$ cat src/rtl/noc_pkg.sv
// Shared NoC router definitions: channel IDs, flit width, one-hot port order and priority helpers.
package noc_pkg;

    localparam logic [2:0] LOCAL_CHANNEL_ID = 3'd0;
    localparam logic [2:0] NORTH_CHANNEL_ID = 3'd1;
    localparam logic [2:0] SOUTH_CHANNEL_ID = 3'd2;
    localparam logic [2:0] EAST_CHANNEL_ID  = 3'd3;
    localparam logic [2:0] WEST_CHANNEL_ID  = 3'd4;

    localparam int FLIT_W    = 18;
    localparam int NUM_PORTS = 5;

    // Bit positions inside every one-hot port vector {south, east, north, west, local}
    localparam logic [2:0] IDX_LOCAL = 3'd0;
    localparam logic [2:0] IDX_WEST  = 3'd1;
    localparam logic [2:0] IDX_NORTH = 3'd2;
    localparam logic [2:0] IDX_EAST  = 3'd3;
    localparam logic [2:0] IDX_SOUTH = 3'd4;

    // First set bit of req scanning upward from index start, wrapping after south.
    function automatic logic [4:0] pick_first(input logic [4:0] req, input logic [2:0] start);
        logic [4:0] sel;
        logic       found;
        logic [2:0] idx;
        sel   = 5'b00000;
        found = 1'b0;
        for (int i = 0; i < NUM_PORTS; i++) begin
            idx = 3'((int'(start) + i) % NUM_PORTS);
            if (!found && req[idx]) begin
                sel[idx] = 1'b1;
                found    = 1'b1;
            end else begin
                found = found;
            end
        end
        return sel;
    endfunction

    // Index following the single set bit of a one-hot vector, wrapping south -> local.
    function automatic logic [2:0] next_after(input logic [4:0] onehot);
        logic [2:0] nxt;
        nxt = IDX_LOCAL;
        for (int i = 0; i < NUM_PORTS; i++) begin
            if (onehot[i]) begin
                nxt = 3'((i + 1) % NUM_PORTS);
            end else begin
                nxt = nxt;
            end
        end
        return nxt;
    endfunction

endpackage

$ cat src/rtl/noc_port_arbiter.sv
// Single-output grant register: urgent-first, then fixed (or, with PORT_SWITCH_ROUND_ROBIN_EN, rotating) priority.
module noc_port_arbiter
    import noc_pkg::*;
(
    input  logic       clk,
    input  logic       rst,
    input  logic [4:0] vreq,
    input  logic [4:0] urgent,
    input  logic       hs_idle,
    input  logic       tail_done,
    output logic [4:0] grant
);

    logic [4:0] grant_r;
    logic [4:0] grant_nxt_s;
    logic [2:0] ptr_s;
    logic       held_s;
    logic       release_s;

    // Next grant: issue only from idle, hold otherwise until the owner lets go or a tail flit completes.
    always_comb begin
        held_s      = |(grant_r & vreq);
        release_s   = (grant_r != 5'b00000) && ((!held_s && hs_idle) || tail_done);
        grant_nxt_s = grant_r;
        if (grant_r == 5'b00000) begin
            if ((vreq & urgent) != 5'b00000) begin
                grant_nxt_s = pick_first(vreq & urgent, IDX_LOCAL);
            end else begin
                grant_nxt_s = pick_first(vreq, ptr_s);
            end
        end else if (release_s) begin
            grant_nxt_s = 5'b00000;
        end else begin
            grant_nxt_s = grant_r;
        end
    end

    // Grant register; an asynchronous reset drops ownership immediately.
    always_ff @(posedge clk or negedge rst) begin
        if (!rst) begin
            grant_r <= 5'b00000;
        end else begin
            grant_r <= grant_nxt_s;
        end
    end

`ifdef PORT_SWITCH_ROUND_ROBIN_EN
    logic [2:0] ptr_r;

    // Rotate non-urgent priority to the input after the grantee that just released.
    always_ff @(posedge clk or negedge rst) begin
        if (!rst) begin
            ptr_r <= IDX_LOCAL;
        end else if (release_s) begin
            ptr_r <= next_after(grant_r);
        end else begin
            ptr_r <= ptr_r;
        end
    end

    assign ptr_s = ptr_r;
`else
    assign ptr_s = IDX_LOCAL;
`endif

    assign grant = grant_r;

endmodule

$ cat src/rtl/noc_port_switch.sv
// One output direction of a 5-port mesh router: route match, arbitration and req/ack/flit crossbar slice.
// Optional rotating priority is enabled by defining PORT_SWITCH_ROUND_ROBIN_EN.
module noc_port_switch #(
    parameter logic [2:0] PORT_ID = 3'b000,
    parameter int         FLIT_W  = noc_pkg::FLIT_W
) (
    input  logic              clk,
    input  logic              rst,
    input  logic              req_port_local,
    input  logic              req_port_west,
    input  logic              req_port_north,
    input  logic              req_port_east,
    input  logic              req_port_south,
    input  logic [2:0]        rout_port_local,
    input  logic [2:0]        rout_port_west,
    input  logic [2:0]        rout_port_north,
    input  logic [2:0]        rout_port_east,
    input  logic [2:0]        rout_port_south,
    output logic              grant_local,
    output logic              grant_west,
    output logic              grant_north,
    output logic              grant_east,
    output logic              grant_south,
    input  logic              req_out_local,
    input  logic              req_out_west,
    input  logic              req_out_north,
    input  logic              req_out_east,
    input  logic              req_out_south,
    input  logic [FLIT_W-1:0] data_out_local,
    input  logic [FLIT_W-1:0] data_out_west,
    input  logic [FLIT_W-1:0] data_out_north,
    input  logic [FLIT_W-1:0] data_out_east,
    input  logic [FLIT_W-1:0] data_out_south,
    output logic              ack_out_local,
    output logic              ack_out_west,
    output logic              ack_out_north,
    output logic              ack_out_east,
    output logic              ack_out_south,
    input  logic              ack_out_port,
    output logic              req_out_port,
    output logic [FLIT_W-1:0] data_out_port,
    input  logic              tail_local,
    input  logic              tail_west,
    input  logic              tail_north,
    input  logic              tail_east,
    input  logic              tail_south,
    input  logic              urgent_local,
    input  logic              urgent_west,
    input  logic              urgent_north,
    input  logic              urgent_east,
    input  logic              urgent_south
);
    import noc_pkg::*;

    logic [4:0]        req_port_s;
    logic [4:0]        req_flit_s;
    logic [4:0]        tail_s;
    logic [4:0]        urgent_s;
    logic [4:0]        vreq_s;
    logic [4:0]        grant_s;
    logic [4:0]        ack_vec_s;
    logic [2:0]        rout_s [NUM_PORTS];
    logic [FLIT_W-1:0] data_s [NUM_PORTS];
    logic [FLIT_W-1:0] data_fwd_s;
    logic              req_fwd_s;
    logic              hs_idle_s;
    logic              tail_done_s;
    logic              ack_phase_r;
    logic              tail_lat_r;

    assign req_port_s = {req_port_south, req_port_east, req_port_north, req_port_west, req_port_local};
    assign req_flit_s = {req_out_south, req_out_east, req_out_north, req_out_west, req_out_local};
    assign tail_s     = {tail_south, tail_east, tail_north, tail_west, tail_local};
    assign urgent_s   = {urgent_south, urgent_east, urgent_north, urgent_west, urgent_local};
    assign rout_s     = '{rout_port_local, rout_port_west, rout_port_north, rout_port_east, rout_port_south};
    assign data_s     = '{data_out_local, data_out_west, data_out_north, data_out_east, data_out_south};

    // Route match plus crossbar; everything is gated by the grant so a dropped grant silences the link at once.
    always_comb begin
        data_fwd_s = {FLIT_W{1'b0}};
        for (int i = 0; i < NUM_PORTS; i++) begin
            vreq_s[i]  = req_port_s[i] & (rout_s[i] == PORT_ID);
            data_fwd_s = data_fwd_s | (data_s[i] & {FLIT_W{grant_s[i]}});
        end
        req_fwd_s   = |(req_flit_s & grant_s);
        ack_vec_s   = grant_s & {NUM_PORTS{ack_out_port}};
        hs_idle_s   = !req_fwd_s && !ack_out_port;
        tail_done_s = ack_phase_r && tail_lat_r && hs_idle_s;
    end

    // Track the ack-high phase and remember whether the flit accepted in it was a tail.
    always_ff @(posedge clk or negedge rst) begin
        if (!rst) begin
            ack_phase_r <= 1'b0;
            tail_lat_r  <= 1'b0;
        end else if (grant_s == 5'b00000) begin
            ack_phase_r <= 1'b0;
            tail_lat_r  <= 1'b0;
        end else if (req_fwd_s && ack_out_port) begin
            ack_phase_r <= 1'b1;
            tail_lat_r  <= |(tail_s & grant_s);
        end else if (hs_idle_s) begin
            ack_phase_r <= 1'b0;
            tail_lat_r  <= 1'b0;
        end else begin
            ack_phase_r <= ack_phase_r;
            tail_lat_r  <= tail_lat_r;
        end
    end

    noc_port_arbiter u_arbiter (
        .clk       (clk),
        .rst       (rst),
        .vreq      (vreq_s),
        .urgent    (urgent_s),
        .hs_idle   (hs_idle_s),
        .tail_done (tail_done_s),
        .grant     (grant_s)
    );

    assign grant_local   = grant_s[IDX_LOCAL];
    assign grant_west    = grant_s[IDX_WEST];
    assign grant_north   = grant_s[IDX_NORTH];
    assign grant_east    = grant_s[IDX_EAST];
    assign grant_south   = grant_s[IDX_SOUTH];
    assign ack_out_local = ack_vec_s[IDX_LOCAL];
    assign ack_out_west  = ack_vec_s[IDX_WEST];
    assign ack_out_north = ack_vec_s[IDX_NORTH];
    assign ack_out_east  = ack_vec_s[IDX_EAST];
    assign ack_out_south = ack_vec_s[IDX_SOUTH];
    assign req_out_port  = req_fwd_s;
    assign data_out_port = data_fwd_s;

endmodule

$ cat config.mk
export PLATFORM = sky130hd
export DESIGN_NAME = noc_port_switch
export DESIGN_NICKNAME = d
export VERILOG_FILES = /design/src/rtl/noc_pkg.sv /design/src/rtl/noc_port_arbiter.sv /design/src/rtl/noc_port_switch.sv
export SDC_FILE = /design/constraint.sdc
export NUM_CORES = 1
export LEC_CHECK = 0
export CORE_MARGIN = 2
export CORE_UTILIZATION = 23
export CTS_CLUSTER_DIAMETER = 50
export CTS_CLUSTER_SIZE = 20
export DETAILED_ROUTE_END_ITERATION = 10
export PLACE_DENSITY = 0.9
export SLEW_MARGIN = 20
export SYNTH_ARGS = -nofsm -noshare
export SYNTH_HDL_FRONTEND = slang
export SYNTH_SLANG_ARGS = --single-unit
$ cat constraint.sdc
create_clock -name clk -period 2.3 [get_ports clk]
set_clock_uncertainty 0.15 [all_clocks]
set_input_delay 0.345 -clock clk [delete_from_list [all_inputs] [get_ports clk]]
set_output_delay 0.345 -clock clk [all_outputs]
set_load 0.01 [all_outputs]
### Clock network drawn from the DEF

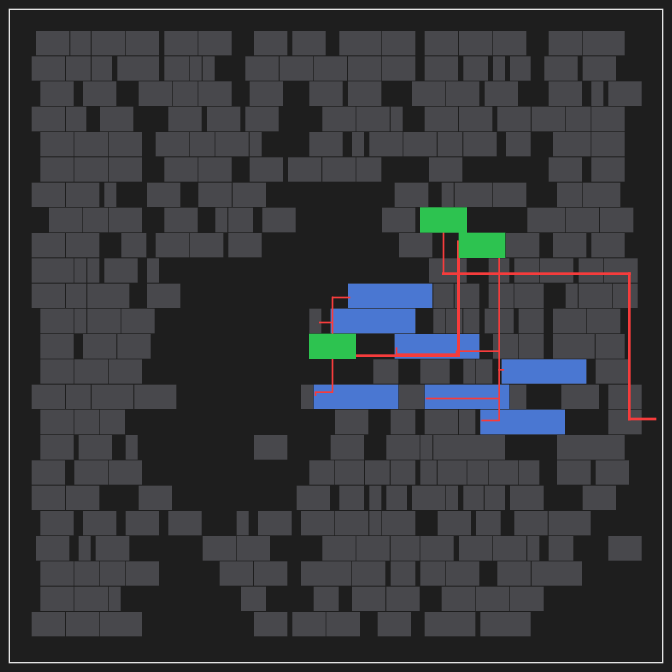
[flip-flops] blue | count: 7
[clock drivers] green | count: 3
[clock wires] red | length: 135 µm
routed clock nets	4

### Cells by drive strength

Scale bar: 20 µm.
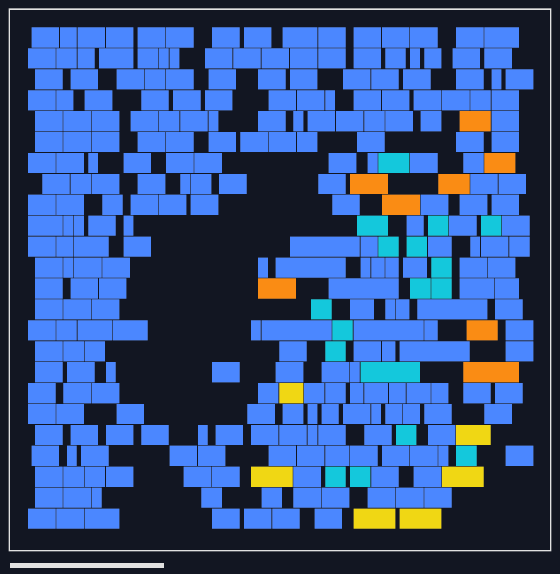
size	colour	cells	share
_2 cells	yellow	6	2.0%
_0 and _1 cells	blue	264	89%
_6 and larger	orange	8	2.7%
_3 and _4 cells	cyan	17	5.8%

-- sequential cells by signal, indices dropped and copies added, names as in the netlist --
| register | count |
|---|---|
| u_arbiter.grant | 5 |
| ack_phase_r | 1 |
| tail_lat_r | 1 |
-- cells by family (layout without fill, tap and decap cells) --
| family | count (synthesis) | after routing |
|---|---|---|
| AOI/OAI and AO/OA | 63 | 63 |
| and+or+nand+nor | 44 | 44 |
| DFF | 7 | 7 |
| buffers and inverters | 13 | 181 |
-- metrics by stage --
step	worst slack [ns]	power, mW	instances	utilization [%]
4_1_cts	0.0216	1.27	347	65.0
3_5_place_dp	0.0146	1.08	340	63.5
6_report	0.0799	1.28	347	66.4
3_3_place_gp	0.0562	1.07	340	63.5
2_1_floorplan	0.538	0.496	127	-
5_1_grt	-0.00647	1.36	347	66.4
==> flow_summary_export.csv <==
group,metric,value,unit
grt,use_met1,26.2,%
run_status,status,"complete, no violations",
power_and_ir_drop,switching_share,34.6,%
routing,wirelength,5890,µm
timing,holdWs,0.227,ns
logic_synthesis,floorplan.nets,255,
clock_network,post_cts_resize_count,1,
cells_and_area,clock_area_share,1.58,%
logic_synthesis,yosysCellCount,127,
logic_synthesis,mux_area_share,0,%
grt,grt_pass1_vias,1979,
logic_synthesis,top_cells_by_count,"23 x nand2_1, 22 x a22oi_1, 21 x a222oi_1",
clock_network,clk_pin_slew,0.04,ns
logic_synthesis,xor_share,0,%
clock_network,cts_tree,"built",
cells_and_area,buffer_area_share,61.5,%
cells_and_area,final_area,2850,µm²
routing,ant_nets,0,
timing,hold_viol_final,0,
cells_and_area,ff_count,7,
cells_and_area,area_growth_syn_to_layout,183,%
logic_synthesis,synth_seq_share,17.4,%
logic_synthesis,ys_async_sr_fraction,100,%
logic_synthesis,syn_area,1010,µm²
clock_network,insertion_delay,0.23,ns
power_and_ir_drop,p_seq,0.158,mW
job,cap_viol_max_count,0,
cells_and_area,fill_cells,326,
cells_and_area,diodes,0,
cells_and_area,mostFrequentLayoutCells,"146 x clkdlybuf4s50_1, 23 x nand2_1, 22 x a22oi_1, 21 x a222oi_1, 14 x buf_4",
clock_network,ctsHoldBuffers,0,
timing,setup_viol,0,
critical_path,cp.depth,4,
routing,highest_layer,"met4",
logic_synthesis,yosys-top-cells-area,"a222oi_1 21%, dfrtp_1 17%, a22oi_1 16%",
cells_and_area,num-multi-input-gates,107,
critical_path,endpoint_kind,"primary output",
logic_synthesis,flop_cell,"dfrtp_1",
die,die_w,70.2,µm
routing,detail_route.wl_per_cell,17.0,µm
hold_path,hp-class,"input pin to async pin",
power_and_ir_drop,p_clk_share,13.5,%
clock_network,clk_root_buffer_cell,"clkbuf_8",
critical_path,worstSetupStartpointType,"flop",
routing,m1WireLength,2270,µm
critical_path,worstPathArrival,1.73,ns
critical_path,path_class,"flop to primary output",
power_and_ir_drop,p_seq_share,12.4,%
Power and IR drop assume default switching activity.
